### Wiring heat map, run 1

Scale: 8 px per um. The die is cut into 10 by 10 equal tiles; dark purple is low, yellow is high, scaled to the fullest tile. Values are wire area over tile area, all layers added.
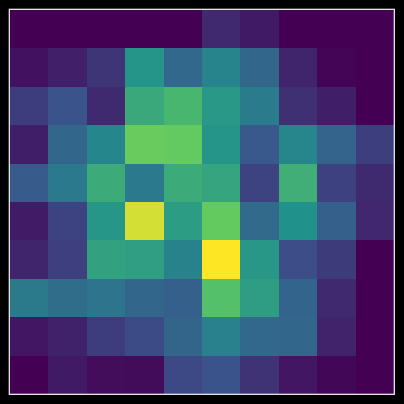
### PDN straps and rails, run 1

Scale: 10 px per um. Pins as bars on the die edge.
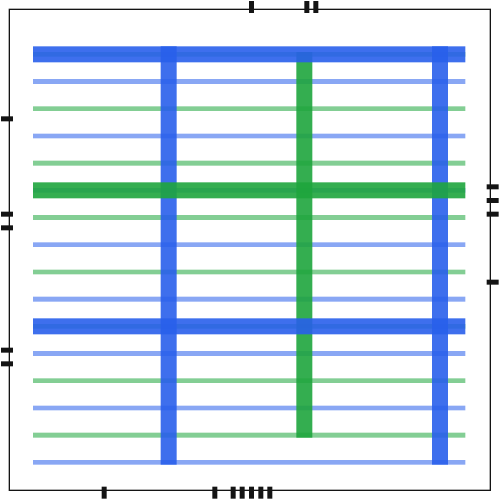
### Cell placement, run 1

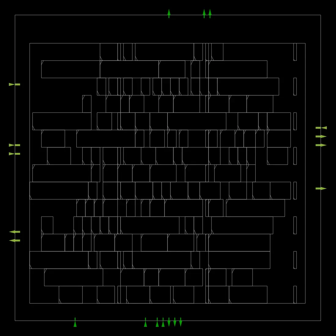
**config.mk**
```make
export PLATFORM = sky130hd
export DESIGN_NAME = y_demux2_stream
export DESIGN_NICKNAME = d
export VERILOG_FILES = /design/src/rtl/y_pkg.sv /design/src/rtl/y_fifo2.sv /design/src/rtl/y_demux2_stream.sv
export SDC_FILE = /design/constraint.sdc
export NUM_CORES = 1
export LEC_CHECK = 0
export ABC_AREA = 1
export CORE_MARGIN = 2
export CORE_UTILIZATION = 43
export CTS_CLUSTER_DIAMETER = 50
export CTS_CLUSTER_SIZE = 40
export DETAILED_ROUTE_END_ITERATION = 10
export PLACE_DENSITY = 0.81
export SYNTH_ARGS = -nofsm -noshare
export SYNTH_HDL_FRONTEND = slang
export SYNTH_SLANG_ARGS = --single-unit
```
**constraint.sdc**
```tcl
create_clock -name clk -period 1.5 [get_ports clk]
set_input_delay 0.225 -clock clk [delete_from_list [all_inputs] [get_ports clk]]
set_output_delay 0.225 -clock clk [all_outputs]
set_load 0.02 [all_outputs]
```
**src/rtl/y_pkg.sv**
```systemverilog
// Shared constants for the 2-output stream demultiplexer and its per-output FIFOs.
package y_pkg;
  localparam int SIZE_DEF = 2;
  localparam int DEPTH    = 2;
  localparam int CNT_W    = 2;

  typedef logic [CNT_W-1:0] cnt_t;

  localparam cnt_t CNT_FULL = cnt_t'(DEPTH);
endpackage

```
**src/rtl/y_fifo2.sv**
```systemverilog
// Two-entry synchronous FIFO: toggle pointers plus an explicit occupancy count.
module y_fifo2
  import y_pkg::*;
#(
  parameter int SIZE = SIZE_DEF
) (
  input  logic            clk,
  input  logic            rst_n,
  input  logic            i_push,
  input  logic            i_pop,
  input  logic [SIZE-1:0] i_din,
  output logic [SIZE-1:0] o_dout,
  output logic            o_valid,
  output cnt_t            o_count
);

  logic [SIZE-1:0] r_mem [DEPTH];
  logic            r_wptr;
  logic            r_rptr;
  cnt_t            r_cnt;
  logic            w_push;
  logic            w_pop;

  // Requests are gated locally so a full push or empty pop can never corrupt state.
  assign w_push = i_push && (r_cnt != CNT_FULL);
  assign w_pop  = i_pop && (r_cnt != '0);

  always_ff @(posedge clk or negedge rst_n) begin
    if (!rst_n) begin
      r_mem[0] <= '0;
      r_mem[1] <= '0;
      r_wptr   <= 1'b0;
      r_rptr   <= 1'b0;
      r_cnt    <= '0;
    end else begin
      if (w_push) begin
        r_mem[r_wptr] <= i_din;
        r_wptr        <= ~r_wptr;
      end
      if (w_pop) begin
        r_rptr <= ~r_rptr;
      end
      case ({w_push, w_pop})
        2'b10:   r_cnt <= r_cnt + 2'd1;
        2'b01:   r_cnt <= r_cnt - 2'd1;
        default: r_cnt <= r_cnt;
      endcase
    end
  end

  assign o_dout  = r_mem[r_rptr];
  assign o_valid = (r_cnt != '0);
  assign o_count = r_cnt;

endmodule

```
**src/rtl/y_demux2_stream.sv**
```systemverilog
// Steers each accepted input word into FIFO 0 or FIFO 1 according to select bit c.
module y_demux2_stream
  import y_pkg::*;
#(
  parameter int SIZE = SIZE_DEF
) (
  input  logic            clk,
  input  logic            rst_n,
  input  logic [SIZE-1:0] a,
  input  logic            c,
  input  logic            a_valid,
  output logic            a_ready,
  output logic [SIZE-1:0] z0,
  output logic            z0_valid,
  input  logic            z0_ready,
  output logic [SIZE-1:0] z1,
  output logic            z1_valid,
  input  logic            z1_ready,
  output cnt_t            cnt0,
  output cnt_t            cnt1
);

  logic w_fire;
  logic w_push0;
  logic w_push1;

  // Handshakes: a transfer happens on a rising edge where valid && ready; ready
  // depends only on registered counts and c, so there is no ready->ready path.
  assign a_ready = c ? (cnt1 != CNT_FULL) : (cnt0 != CNT_FULL);
  assign w_fire  = a_valid && a_ready;
  assign w_push0 = w_fire && !c;
  assign w_push1 = w_fire && c;

  y_fifo2 #(.SIZE(SIZE)) u_fifo0 (
    .clk     (clk),
    .rst_n   (rst_n),
    .i_push  (w_push0),
    .i_pop   (z0_ready),
    .i_din   (a),
    .o_dout  (z0),
    .o_valid (z0_valid),
    .o_count (cnt0)
  );

  y_fifo2 #(.SIZE(SIZE)) u_fifo1 (
    .clk     (clk),
    .rst_n   (rst_n),
    .i_push  (w_push1),
    .i_pop   (z1_ready),
    .i_din   (a),
    .o_dout  (z1),
    .o_valid (z1_valid),
    .o_count (cnt1)
  );

endmodule
```
==> impl_metrics.ini, run 1 <==
; yosys + openroad results
[status]
outcome = completed

[clock_tree]
clk_latency_ps = 280
clk_pin_slew_worst_paths_ps = 90
cts_tree = yes
cts_buffer_depth = 2

[worst_setup_path]
cp.arrival_ps = 1250
worstPathMaxFanout = 2
cp-start-kind = register

[synthesis]
synth_flops = 16
yosysWarnings = 0
ys_sh_mux = 0
synthAoiAreaFrac = 0.0392
synth.area.top_cells = dfrtp_1, nand2_1, nand4_1
top_area_cell = dfrtp_1
syn_area_per_cell_sq_um = 8.23
synth.distinct_cells = 13

[power]
pwr-share-seq = 0.323
power.internal_mw = 1.46
p_leak_nw = 0.651
swShare = 0.443

[worst_hold_path]
hp-class = input pin to async pin

[routing]
ant_nets = 0
route.detailed.drc = 0
wl_per_cell_um = 11.9
wirelength_um = 1960

[grt]
grt_max_degree = 17
grt_usage = 0.200
antenna_found_initial = 0
grt_first_pass_wirelength_um = 3090

[floorplanning]
dieArea_sq_um = 2300
floorplan.core_util = 0.471
die_w_um = 48.0
die_h_um = 48.0

[placement]
gp_congestion = 0.717
pre_cts_ws_ps = -387

[final_timing]
rsz0062_at_grt = true
setup_ws_ps = 23.3
timing.hold.ws_ps = 247
fin_crit_sh = 0.984

[layout]
final_area_sq_um = 1250
diodes = 0
nFillCells = 146
## Picture notes: 'Wiring heat map'
tiles over half the peak: 22%
emptiest ninth of the die: north-east
nearly empty tiles: 17%
mean over tiles: 0.14

## Picture notes: 'PDN straps and rails'
legend:
  green:
    net: VDD
  blue:
    net: VSS
signal pins: 19
rows: 15
met4 straps: 3

## Picture notes: 'Cell placement'
Core Util, Final: 0.706
fin cells: 164

[run 1: worst paths after layout]
| path | startpoint | end | slack (ps) | depth (start not counted) |
|---|---|---|---|---|
| setup / recovery | u_fifo1.o_count[0] | a_ready | 20 | 4 |
| hold / removal | rst_n | u_fifo0.r_rptr | 250 | 2 |
| setup reg to reg | u_fifo1.o_count[1] | u_fifo1.o_count[1] | 40 | 7 |
| hold reg to reg | u_fifo0.r_mem[3] | u_fifo0.r_mem[3] | 490 | 2 |
| max in group asynchronous | rst_n | u_fifo1.o_count[1] | 1060 | 2 |
| min in group clk | u_fifo0.r_mem[3] | u_fifo0.r_mem[3] | 490 | 2 |
[run 1: routing by layer]
metal  up-vias  track usage  share of wire
met5         -            0              0
met4         0        0.130          0.020
met1       373        0.239           0.43
li1        396            -              -
met3         6       0.0302          0.040
met2        20        0.333           0.51
[run 1: state kept, by name (all words and copies together) (netlist names)]
register	cells
u_fifo0.r_mem	4
u_fifo1.o_count	2
u_fifo0.r_wptr	1
u_fifo0.o_count	2
u_fifo1.r_mem	4
u_fifo1.r_rptr	1
u_fifo1.r_wptr	1
u_fifo0.r_rptr	1
[run 1: power groups by stage]
stage	logic [mW]	registers, mW	clock network [mW]
after floorplan	0.771	0.895	0
after global placement	1.48	0.830	0
after detailed placement	1.53	0.842	0
after CTS	1.48	0.832	0.244
after global routing	1.69	0.865	0.257
final	1.54	0.849	0.233
[run 1: critical path: stages, from the launching register on]
cell	delay, ps
dfrtp_2	440
inv_4	80
a21oi_4	60
or2_1	250
buf_6	140
[run 1: timing repair]
action | 4_1_cts | 5_1_grt
setup endpoints to repair | 14 | 9
pin swaps | 1 | 2
setup buffers | 1 | 0
resized | 23 | 16
[run 1: cells by family (layout without fill, tap and decap cells)]
logic type | after synthesis | count (layout)
buffers and inverters | 16 | 54
AOI/OAI and AO/OA | 2 | 2
adders and majority gates | 2 | 2
and+or+nand+nor | 59 | 59
DFF | 16 | 16
xor gates and xnor gates | 6 | 6
[run 1: cells in the final DEF (no fill, tap or decap)]
cell type        count
clkdlybuf4s15_1      2
nand2_4              2
buf_4               12
dfrtp_1             12
inv_4                2
nand2_2              3
xnor2_1              2
nand3_1              2
clkbuf_1             1
or2_1                1
ha_4                 2
clkbuf_4             3
a21oi_4              2
inv_2                4
nand4_1             12
dlygate4sd2_1        5
nand2_1             39
clkbuf_2             3
clkdlybuf4s15_2      1
inv_1                9
xor2_1               4
clkdlybuf4s50_1      6
dfrtp_2              4
buf_6                6
[run 1: cell type report]
cell class | instances | area (sq um) | share of cell area
inverter | 15 | 61.3 | 0.0492
tap | 25 | 31.3 | 0.0251
clock buffer | 4 | 26.3 | 0.0211
sequential | 16 | 405 | 0.325
timing repair buffer | 35 | 308 | 0.247
multi-input combinational | 69 | 414 | 0.332
[run 1: cells in the mapped netlist]
library cell  instances
nand2_2               1
buf_2                 1
nand2_1              43
inv_2                 3
nand4_1              12
ha_1                  2
dfrtp_1              16
inv_1                12
xor2_1                4
xnor2_1               2
nand3_1               2
a21oi_4               2
or2_1                 1
==> run 2: changes to the inputs <==
--- a/config.mk
+++ b/config.mk
@@ -12,6 +12,7 @@
 export CTS_CLUSTER_SIZE = 40
 export DETAILED_ROUTE_END_ITERATION = 10
 export PLACE_DENSITY = 0.81
+export RECOVER_POWER = 100
 export SYNTH_ARGS = -nofsm -noshare
 export SYNTH_HDL_FRONTEND = slang
 export SYNTH_SLANG_ARGS = --single-unit
==> run 2 against run 1 <==
Net effect:
- critical path depth unchanged
- clock skew about the same
- fmax about the same
- worst hold slack better by 250 ps
- setup slack about the same
- largest cell class unchanged
- highest routed layer unchanged
- clock-buffer cell count unchanged
- final cell count unchanged
- clock power about the same
- flip-flop count unchanged
- total power about the same
==> impl_metrics.ini, run 2 <==
; yosys + openroad results
[grt]
grt_first_pass_wirelength_um = 3090
grt_usage = 0.200
grt_max_degree = 17

[worst_setup_path]
cp.depth = 4
r2r_start = u_fifo1.o_count[1]
max_stage_delay_ps = 440
cp-endpoint = a_ready
cp_slowest_cell = dfrtp_2

[synthesis]
synth.area.top_cells = dfrtp_1, nand2_1, nand4_1
top_cells_by_count = nand2_1, dfrtp_1, inv_1, nand4_1, xor2_1
ys_sh_mux = 0
edf_count = 0
yosysWarnings = 0

[power]
power.internal_mw = 1.46
p_leak_nw = 0.647
pwr-share-seq = 0.324

[clock_tree]
clk_latency_ps = 280

[routing]
highest-signal-layer = met4

[status]
outcome = completed

[floorplanning]
die_h_um = 48.0

[layout]
diodes = 0
[run 2: cell counts after synthesis]
No cell type changed its count.
[run 2: per-stage QoR]
stage               cell area [sq um]   util
finish                           1240  0.704
global route                     1240  0.704
CTS                              1220  0.693
detailed placement               1180  0.667
global placement                 1180  0.667
floorplan                         851      -
[run 2: per-layer routing]
metal	up-vias	track usage
met5	-	0
met4	0	0.130
met3	6	0.0302
met2	22	0.333
met1	368	0.239
li1	396	-
[run 2: worst reg2reg max path, cell delays in order (launching register included)]
cell     delay (ps)
dfrtp_2         460
a21oi_4         170
buf_6           130
nand2_2          80
ha_4            280
inv_1            30
nand3_1          80
xor2_1          150
[run 2: area by class of cell]
| class | instances | area share |
|---|---|---|
| Inverter | 15 | 0.0493 |
| Tap cell | 25 | 0.0252 |
| Timing Repair Buffer | 35 | 0.245 |
| Clock buffer | 4 | 0.0211 |
| Multi-Input combinational cell | 69 | 0.333 |
| Sequential cell | 16 | 0.326 |
[run 2: timing repair]
| action | in CTS | in global routing |
|---|---|---|
| setup endpoints to repair | 14 | 9 |
| setup buffers | 1 | 0 |
| pin swaps | 1 | 2 |
| gates resized | 23 | 16 |
[run 2: worst min-delay path by stage]
stage                                 from            endpoint  slack, ps  cells after the start
after floorplan                      rst_n  u_fifo0.o_count[0]        -70                      0
after global placement    u_fifo1.r_mem[0]    u_fifo1.r_mem[0]        470                      2
after detailed placement  u_fifo1.r_mem[1]    u_fifo1.r_mem[1]        470                      2
after CTS                            rst_n      u_fifo0.r_rptr        250                      2
after global routing      u_fifo0.r_mem[3]    u_fifo0.r_mem[3]        520                      2
final                     u_fifo0.r_mem[3]    u_fifo0.r_mem[3]        490                      2
[run 2: kinds of logic after synthesis]
logic type,after synthesis
buf+inv,16
xor+xnor,6
fa+ha+maj,2
compound gates,2
flops,16
simple gates,59
[run 2: power by group through the flow]
stage	logic (mW)	clock network (mW)	registers (mW)
CTS	1.48	0.244	0.832
finish	1.54	0.233	0.850
detailed placement	1.53	0	0.842
global route	1.69	0.257	0.865
global placement	1.48	0	0.830
floorplan	0.771	0	0.895
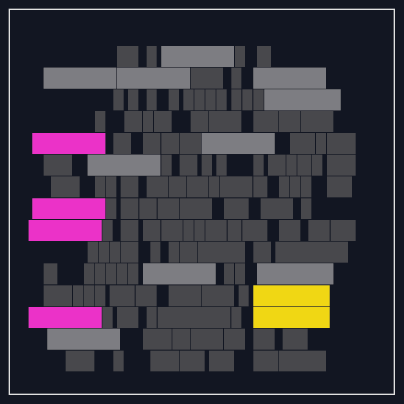
*Where the registers sit, run 2*
Scale: 8 px per um. Other sequential cells in the stronger gray, the rest of the logic in the fainter gray.
legend:
  yellow:
    name_in_the_netlist: `u_fifo0.o_count`
    placed_flops: 2
  magenta:
    name_in_the_netlist: `u_fifo0.r_mem`
    placed_flops: 4
    where: west
not colored: 10

Power and IR drop assume default switching activity.
